$ cat config.mk
export PLATFORM = sky130hd
export DESIGN_NAME = proc_launch_ctrl
export DESIGN_NICKNAME = d
export VERILOG_FILES = /design/src/rtl/proc_launch_pkg.sv /design/src/rtl/sat_counter.sv /design/src/rtl/proc_launch_ctrl.sv
export SDC_FILE = /design/constraint.sdc
export NUM_CORES = 1
export LEC_CHECK = 0
export CORE_ASPECT_RATIO = 1.5
export CORE_MARGIN = 2
export CORE_UTILIZATION = 40
export CTS_CLUSTER_DIAMETER = 80
export DETAILED_ROUTE_END_ITERATION = 7
export PLACE_DENSITY = 0.69
export SYNTH_ARGS = -nofsm -noshare
export SYNTH_HDL_FRONTEND = slang
export SYNTH_HIERARCHICAL = 1
export SYNTH_SLANG_ARGS = --single-unit
export TNS_END_PERCENT = 100
$ cat constraint.sdc
create_clock -name Clk -period 1.8 [get_ports Clk]
set_input_delay 0.36 -clock Clk [delete_from_list [all_inputs] [get_ports Clk]]
set_output_delay 0.36 -clock Clk [all_outputs]
set_load 0.05 [all_outputs]
$ cat src/rtl/proc_launch_pkg.sv
// Shared types and default timing constants for the processor launch controller.
package proc_launch_pkg;

    typedef enum logic [2:0] {
        IDLE,
        LAUNCH,
        WAIT,
        RECORD,
        GAP,
        DONE
    } state_t;

    localparam int DEF_START_CYCLES = 2;
    localparam int DEF_GAP_CYCLES   = 1;
    localparam int DEF_TIMEOUT      = 16'hFFFF;

    // Width of the inline LAUNCH/GAP phase counter (phase lengths are 1..15).
    localparam int PH_W = 4;

endpackage

$ cat src/rtl/sat_counter.sv
// Saturating up-counter with synchronous clear; holds at all-ones instead of wrapping.
module sat_counter #(
    parameter int W = 16
) (
    input  logic         Clk,
    input  logic         Reset,
    input  logic         Clr,
    input  logic         Inc,
    output logic [W-1:0] Q
);

    // Count up on Inc, clear takes priority, never wrap past all-ones.
    always_ff @(posedge Clk) begin
        // NOTE: state registers use non-blocking assignments so every flop samples pre-edge values.
        if (Reset) begin
            Q <= '0;
        end else if (Clr) begin
            Q <= '0;
        end else if (Inc && (Q != '1)) begin
            Q <= Q + W'(1);
        end
    end

endmodule

$ cat src/rtl/proc_launch_ctrl.sv
// Host-side Start/Ack initiator: launches a batch of programs back to back, times each
// one in WAIT cycles, reports a result per program and aborts the batch on a timeout.
module proc_launch_ctrl
    import proc_launch_pkg::*;
#(
    parameter int IDX_W        = 2,
    parameter int CNT_W        = 16,
    parameter int START_CYCLES = DEF_START_CYCLES,
    parameter int GAP_CYCLES   = DEF_GAP_CYCLES,
    parameter int TIMEOUT      = DEF_TIMEOUT
) (
    input  logic             Clk,
    input  logic             Reset,
    input  logic             Go,
    input  logic [IDX_W:0]   NumProgs,
    input  logic             Abort,
    input  logic             Ack,
    output logic             Start,
    output logic             Busy,
    output logic [IDX_W-1:0] ProgIdx,
    output logic             ResultValid,
    output logic [CNT_W-1:0] ResultCycles,
    output logic [IDX_W-1:0] ResultProg,
    output logic             AllDone,
    output logic             Error
);

    state_t           state, state_n;
    logic [IDX_W:0]   num_progs;
    logic [PH_W-1:0]  ph_cnt;
    logic [CNT_W-1:0] wait_cnt;
    logic [IDX_W:0]   idx_next_ext;
    logic             wait_clr, wait_inc;
    logic             take_go, ack_hit, timeout_hit, last_prog, ph_done;

    // Wait counter runs only in WAIT and restarts from zero on every WAIT entry.
    assign wait_clr = (state != WAIT);
    assign wait_inc = (state == WAIT);

    sat_counter #(.W(CNT_W)) u_wait_cnt (
        .Clk   (Clk),
        .Reset (Reset),
        .Clr   (wait_clr),
        .Inc   (wait_inc),
        .Q     (wait_cnt)
    );

    assign idx_next_ext = {1'b0, ProgIdx} + {{IDX_W{1'b0}}, 1'b1};
    assign last_prog    = (idx_next_ext == num_progs);

    // Next-state decode; Abort overrides every other transition and event.
    always_comb begin
        // NOTE: every always_comb output gets a default first so no path can infer a latch.
        state_n     = state;
        take_go     = 1'b0;
        ack_hit     = 1'b0;
        timeout_hit = 1'b0;
        ph_done     = 1'b0;

        case (state)
            IDLE, DONE: begin
                if (Go) begin
                    take_go = 1'b1;
                    state_n = (NumProgs == '0) ? DONE : LAUNCH;
                end
            end
            LAUNCH: begin
                // Ack is deliberately ignored here; it may still be high from the previous program.
                ph_done = (ph_cnt == PH_W'(START_CYCLES - 1));
                if (ph_done) state_n = WAIT;
            end
            WAIT: begin
                if (Ack) begin
                    ack_hit = 1'b1;
                    state_n = RECORD;
                end else if (wait_cnt == CNT_W'(TIMEOUT - 1)) begin
                    timeout_hit = 1'b1;
                    state_n     = RECORD;
                end
            end
            RECORD: begin
                state_n = (Error || last_prog) ? DONE : GAP;
            end
            GAP: begin
                ph_done = (ph_cnt == PH_W'(GAP_CYCLES - 1));
                if (ph_done) state_n = LAUNCH;
            end
            default: state_n = IDLE;
        endcase

        if (Abort) begin
            state_n     = IDLE;
            take_go     = 1'b0;
            ack_hit     = 1'b0;
            timeout_hit = 1'b0;
        end
    end

    // State, phase counter and registered outputs, all decoded from the next state.
    always_ff @(posedge Clk) begin
        if (Reset) begin
            state        <= IDLE;
            ph_cnt       <= '0;
            num_progs    <= '0;
            Start        <= 1'b0;
            Busy         <= 1'b0;
            AllDone      <= 1'b0;
            ResultValid  <= 1'b0;
            ProgIdx      <= '0;
            ResultCycles <= '0;
            ResultProg   <= '0;
            Error        <= 1'b0;
        end else begin
            state <= state_n;

            if ((state_n == state) && ((state == LAUNCH) || (state == GAP))) begin
                ph_cnt <= ph_cnt + PH_W'(1);
            end else begin
                ph_cnt <= '0;
            end

            Start       <= (state_n == LAUNCH);
            Busy        <= (state_n inside {LAUNCH, WAIT, RECORD, GAP});
            AllDone     <= (state_n == DONE);
            ResultValid <= (state_n == RECORD);

            if (take_go) begin
                num_progs <= NumProgs;
                ProgIdx   <= '0;
                Error     <= 1'b0;
            end

            if ((state == GAP) && (state_n == LAUNCH)) begin
                ProgIdx <= ProgIdx + IDX_W'(1);
            end

            if (ack_hit) begin
                ResultCycles <= wait_cnt + CNT_W'(1);
                ResultProg   <= ProgIdx;
            end else if (timeout_hit) begin
                ResultCycles <= CNT_W'(TIMEOUT);
                ResultProg   <= ProgIdx;
                Error        <= 1'b1;
            end
        end
    end

endmodule
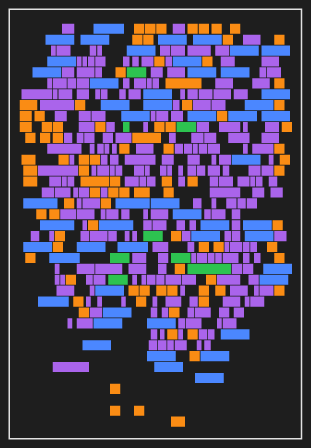
Run 1: cells coloured by class
- flops: blue (cells 51)
- combinational and other logic: purple (cells 245)
- clock drivers and dummy loads: green (cells 8)
- other buffers and delay cells: orange (cells 91)

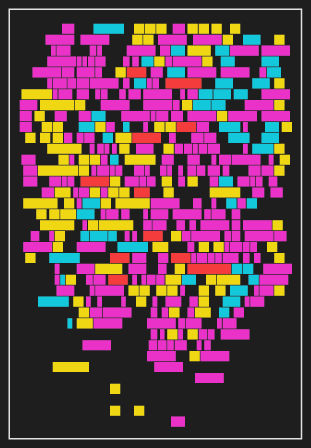
Run 1: cell sizes after repair
- _2 cells: cyan (cells 47; share 12%)
- _3 and _4 cells: yellow (cells 101; share 26%)
- _0 and _1 cells: magenta (cells 236; share 60%)
- _6 and larger: red (cells 11; share 2.8%)

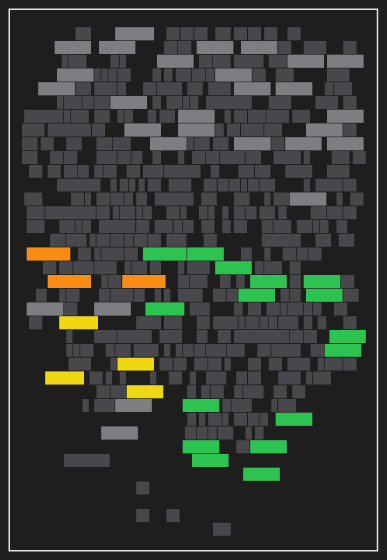
Run 1: sequential cells coloured by netlist name
- `u_wait_cnt/Q`: green (flops 16)
- `ph_cnt`: yellow (flops 4)
- `state`: orange (flops 3)

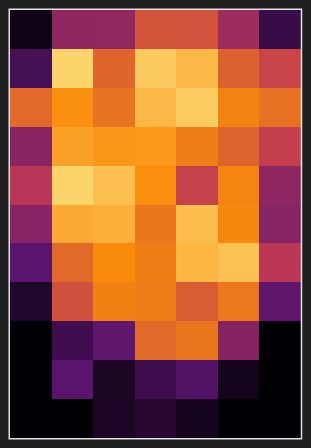
Run 1: local utilization
7 x 11 tiles, from black (low) to pale yellow (high), 0 to 100% covered.
- fullest tile: 91%
- emptiest ninth of the die: south-west
- mean over tiles: 49%
- nearly empty tiles: 10%
- tiles over 75% full: 22%

==> results_dict.tcl, run 1 <==
# collected from the flow reports
set metrics [dict create \
    place.gp.congestion 0.898 \
    gr-usage-met3_pct 2.54 \
    gr-usage-met1_pct 19.9 \
    reg2reg_slack_ns -0.03 \
    layout_top_cell "buf_4" \
    relSlewSlack_pct 70.2 \
    routed_via_density 5.52 \
    comb_share_pct 46.7 \
    power_mw 2.15 \
    cp.depth 7 \
    rsz0062_at_grt "true" \
    cts.sinks 51 \
    worst_slack_ns -0.0280 \
    stdcell_count 473 \
    die_w_um 72.5 \
    cpMaxStageDelayCell "or3b_4" \
    gr-usage-all-layers_pct 18.1 \
    edf_count 0 \
    setup_viol 1 \
    wl_met1_um 2970 \
    status "finished, violations left" \
    yosys.cell_count.top_type "dfxtp_1" \
    slowest_delay_ns 0.41 \
    top_cells_by_area "dfxtp_1 (36%), xor2_1 (3.7%), mux2i_1 (3.2%)" \
    rr_endpoint "Busy$_SDFF_PP0_" \
    cts_buffer_depth 2 \
    antenna_found_initial 0 \
    num_rows 37 \
    min_path_cells 4 \
    power.switching_uw 483 \
    synthAdderAreaFrac_pct 3.12 \
    crit_chain "buf_4 -> ha_1 -> or3b_4 -> a32oi_1 -> nand3_1 -> or3b_4 -> o211ai_2" \
    hp-class "in2reg" \
    start_kind "register" \
    wl_met3_um 167 \
    final-comb-area_um2 1810 \
    drv_slew 0 \
    path_class "reg2reg" \
    timing.hold.ws_ns 0.475 \
    htreeDepth 2 \
    largest_cell_class "multi-input combinational cells" \
    cp_common_cell "or3b_4" \
    layout_top_cells "buf_4 (80), dfxtp_1 (43), nand2_1 (21)" \
    intPower_mw 1.66 \
    drc 0 \
    fp_nets 328 \
    cts_buffers 5 \
    vias 2610 \
    worst_slew_pin_slew_ns 0.443 \
    dpl_worst_slack_ns -0.448 \
    port_buffers 32 \
    ys_sh_xor_pct 6.23 \
    sh_seq_area_pct 26.8 \
    dp_hpwl_um 5220 \
    endpoint_kind "register" \
    final-seq-area_um2 1040 \
    r2r_start "ph_cnt[0]$_SDFF_PP0_" \
    globalRouteOverflowTotal 0 \
    grt_max_degree 19 \
    cts_resized 9 \
    final_area_um2 3880 \
    syn2layout_area_growth_pct 38.1 \
    fin_tns_setup_ns -0.0280 \
    timing.fmax_mhz 547 \
    dpl_cell_area_um2 3450 \
    rr_worst_depth 7 \
    async_flop_share_pct 0 \
    inverters 17 \
    critPathArrivalTime_ns 2.07 \
    period_used_pct 102 \
    p_comb_share_pct 7.6 \
    pwr-share-clk_pct 39.4 \
    ys_chip_area_um2 2810 \
    top_cell_area_share_pct 36.3 \
    power.density_nw_per_um2 553 \
    ff_count 51 \
    drive_above_1_share_pct 40.3 \
    reg.largest.list "ResultCycles (16), u_wait_cnt/Q (16), ph_cnt (4)" \
    routedWlPerCell_um 15.7 \
    min-delay-start "NumProgs[2]" \
    violations "negative setup slack" \
    ys.flop_type "dfxtp_1" \
    wl_um 7430 \
    highest_layer "met4" \
    pg_seq_mw 1.14 \
    drv_cap 0 \
    grt_pass1_vias 2435 \
]
==> run 1 -> run 2 <==
GPL_TIMING_DRIVEN = 0   (was default)
==> results_dict.tcl, run 2 <==
# collected from the flow reports
set metrics [dict create \
    grt_pass1_vias 2417 \
    rsz0062_at_grt "true" \
    cts_buffer_depth 2 \
    hp-class "reg2reg" \
    ys_sh_xor_pct 6.23 \
    final_area_um2 3710 \
    intPower_mw 1.53 \
    grt_max_degree 15 \
    dpl_cell_area_um2 3230 \
    postSynthAreaPerCell_um2 8.98 \
    wl_met3_um 199 \
    relSlewSlack_pct 63.2 \
    port_buffers 32 \
    logic_family "simple AND/OR/NAND/NOR gates" \
    num_rows 37 \
    globalRouteOverflowTotal 0 \
    worst_slew_pin_slew_ns 0.553 \
    power.switching_uw 446 \
    place.gp.congestion 0.901 \
    gr-usage-met1_pct 19.6 \
    cp.depth 7 \
    fin_tns_setup_ns -0.0362 \
    cts_resized 62 \
    layout_top_cell "dfxtp_1" \
    antenna_found_initial 0 \
    critPathArrivalTime_ns 2.07 \
    timing.hold.ws_ns 0.469 \
    r2r_start "ph_cnt[0]$_SDFF_PP0_" \
    sh_seq_area_pct 28.9 \
    wl_um 6890 \
    min_path_cells 2 \
    final-comb-area_um2 1760 \
    drive_above_1_share_pct 29.3 \
    syn2layout_area_growth_pct 32.1 \
    comb_share_pct 47.4 \
    cp.required_ns 2.03 \
    fp_nets 328 \
    ys_chip_area_um2 2810 \
    rr_endpoint "Busy$_SDFF_PP0_" \
    start_kind "register" \
    top_cell_area_share_pct 36.3 \
    power_mw 1.97 \
    pwr-share-clk_pct 36.3 \
    async_flop_share_pct 0 \
    top_cells_by_area "dfxtp_1 (36%), xor2_1 (3.7%), mux2i_1 (3.2%)" \
    yosys.cell_count.top_type "dfxtp_1" \
    cts.sinks 51 \
    period_used_pct 102 \
    ys.flop_type "dfxtp_1" \
    cpMaxStageDelayCell "or3b_1" \
    htreeDepth 2 \
    reg.largest.list "ResultCycles (16), u_wait_cnt/Q (16), ph_cnt (4)" \
    dp_hpwl_um 4790 \
    endpoint_kind "register" \
    gr-usage-met3_pct 2.54 \
    violations "negative setup slack" \
    stdcell_count 454 \
    layout_top_cells "dfxtp_1 (34), dlygate4sd2_1 (26), buf_4 (25)" \
    min-delay-start "ResultCycles[6]$_SDFFE_PP0P_" \
    p_comb_share_pct 6.7 \
    largest_cell_class "multi-input combinational cells" \
    ff_count 51 \
    worst_slack_ns -0.0362 \
    crit_chain "buf_6 -> ha_4 -> or3b_4 -> a32oi_2 -> nand3_2 -> or3b_1 -> o211ai_2" \
    final-seq-area_um2 1070 \
    dpl_worst_slack_ns -0.630 \
    timing.fmax_mhz 545 \
    wl_met1_um 2650 \
    path_class "reg2reg" \
    synthAdderAreaFrac_pct 3.12 \
    routed_via_density 5.62 \
    reg2reg_slack_ns -0.04 \
    setup_viol 1 \
    inverters 17 \
    pg_seq_mw 1.13 \
    vias 2553 \
    status "finished, violations left" \
]
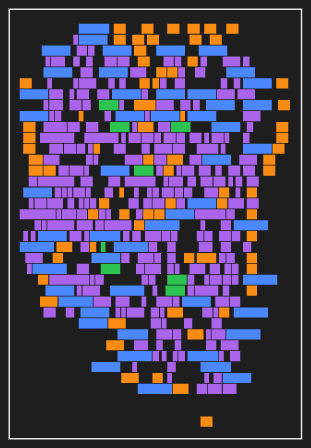
Run 2: cells coloured by class
- clock drivers and dummy loads: green (cells 8)
- flops: blue (cells 51)
- combinational and other logic: purple (cells 245)
- other buffers and delay cells: orange (cells 72)

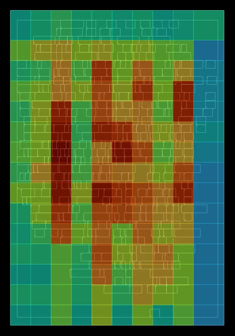
Run 2: routing congestion
Global Route Usage Sum: 18.0%
busiest layer in global routing: met2
WL/cell: 15.2 µm

==> run 2 -> run 3 <==
CORE_MARGIN = default   (was 2)
==> results_dict.tcl, run 3 <==
# collected from the flow reports
set metrics [dict create \
    grt_pass1_vias 2282 \
    top_cell_area_share_pct 36.3 \
    top_cells_by_area "dfxtp_1 (36%), xor2_1 (3.7%), mux2i_1 (3.2%)" \
    antenna_found_initial 0 \
    power.switching_uw 449 \
    intPower_mw 1.53 \
    power_mw 1.98 \
    largest_cell_class "multi-input combinational cells" \
    dp_hpwl_um 4760 \
    htreeDepth 2 \
    inverters 17 \
    layout_top_cells "dfxtp_1 (34), dlygate4sd2_1 (27), nand2_1 (21)" \
    ys_sh_xor_pct 6.23 \
    r2r_start "ph_cnt[0]$_SDFF_PP0_" \
    period_used_pct 100 \
    die_w_um 70.5 \
    logic_family "simple AND/OR/NAND/NOR gates" \
    port_buffers 32 \
    violations "negative setup slack" \
    worst_slack_ns -0.00308 \
    relSlewSlack_pct 63.2 \
    timing.hold.ws_ns 0.486 \
    ys.flop_type "dfxtp_1" \
    setup_viol 1 \
    drv_cap 0 \
    dpl_cell_area_um2 3230 \
    final_area_um2 3630 \
    wl_met3_um 169 \
    drv_slew 0 \
    wl_um 6790 \
    layout_top_cell "dfxtp_1" \
    postSynthAreaPerCell_um2 8.98 \
    drive_above_1_share_pct 28.1 \
    power.density_nw_per_um2 544 \
    pwr-share-clk_pct 36.6 \
    status "finished, violations left" \
    routed_via_density 5.67 \
    endpoint_kind "register" \
    fin_tns_setup_ns -0.00308 \
    ys_chip_area_um2 2810 \
    cp.required_ns 2.04 \
    vias 2540 \
    yosys.cell_count.top_type "dfxtp_1" \
    cts_buffer_depth 2 \
    syn2layout_area_growth_pct 29.2 \
    stdcell_count 448 \
    cts_resized 66 \
    pg_seq_mw 1.13 \
    drc 0 \
    p_comb_share_pct 6.4 \
    min-delay-start "ResultCycles[2]$_SDFFE_PP0P_" \
    ff_count 51 \
    cts_buffers 5 \
]
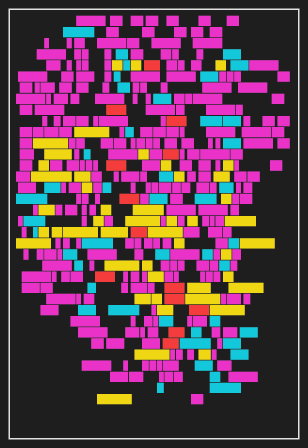
Run 3: cell sizes after repair
- _3 and _4 cells: yellow (cells 47; share 13%)
- _2 cells: cyan (cells 44; share 12%)
- _0 and _1 cells: magenta (cells 266; share 72%)
- _6 and larger: red (cells 13; share 3.5%)

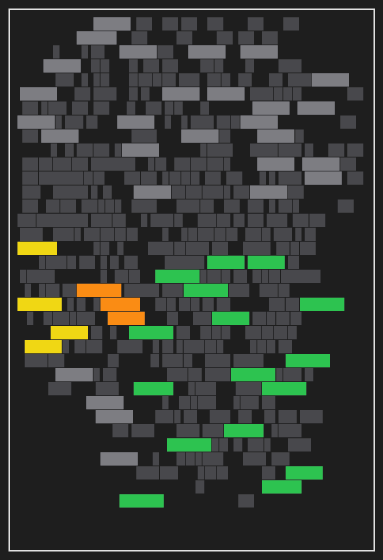
Run 3: sequential cells coloured by netlist name
- `u_wait_cnt/Q`: green (flops 16)
- `ph_cnt`: yellow (flops 4; where west)
- `state`: orange (flops 3)
- not coloured: 28

Power and IR drop assume default switching activity.
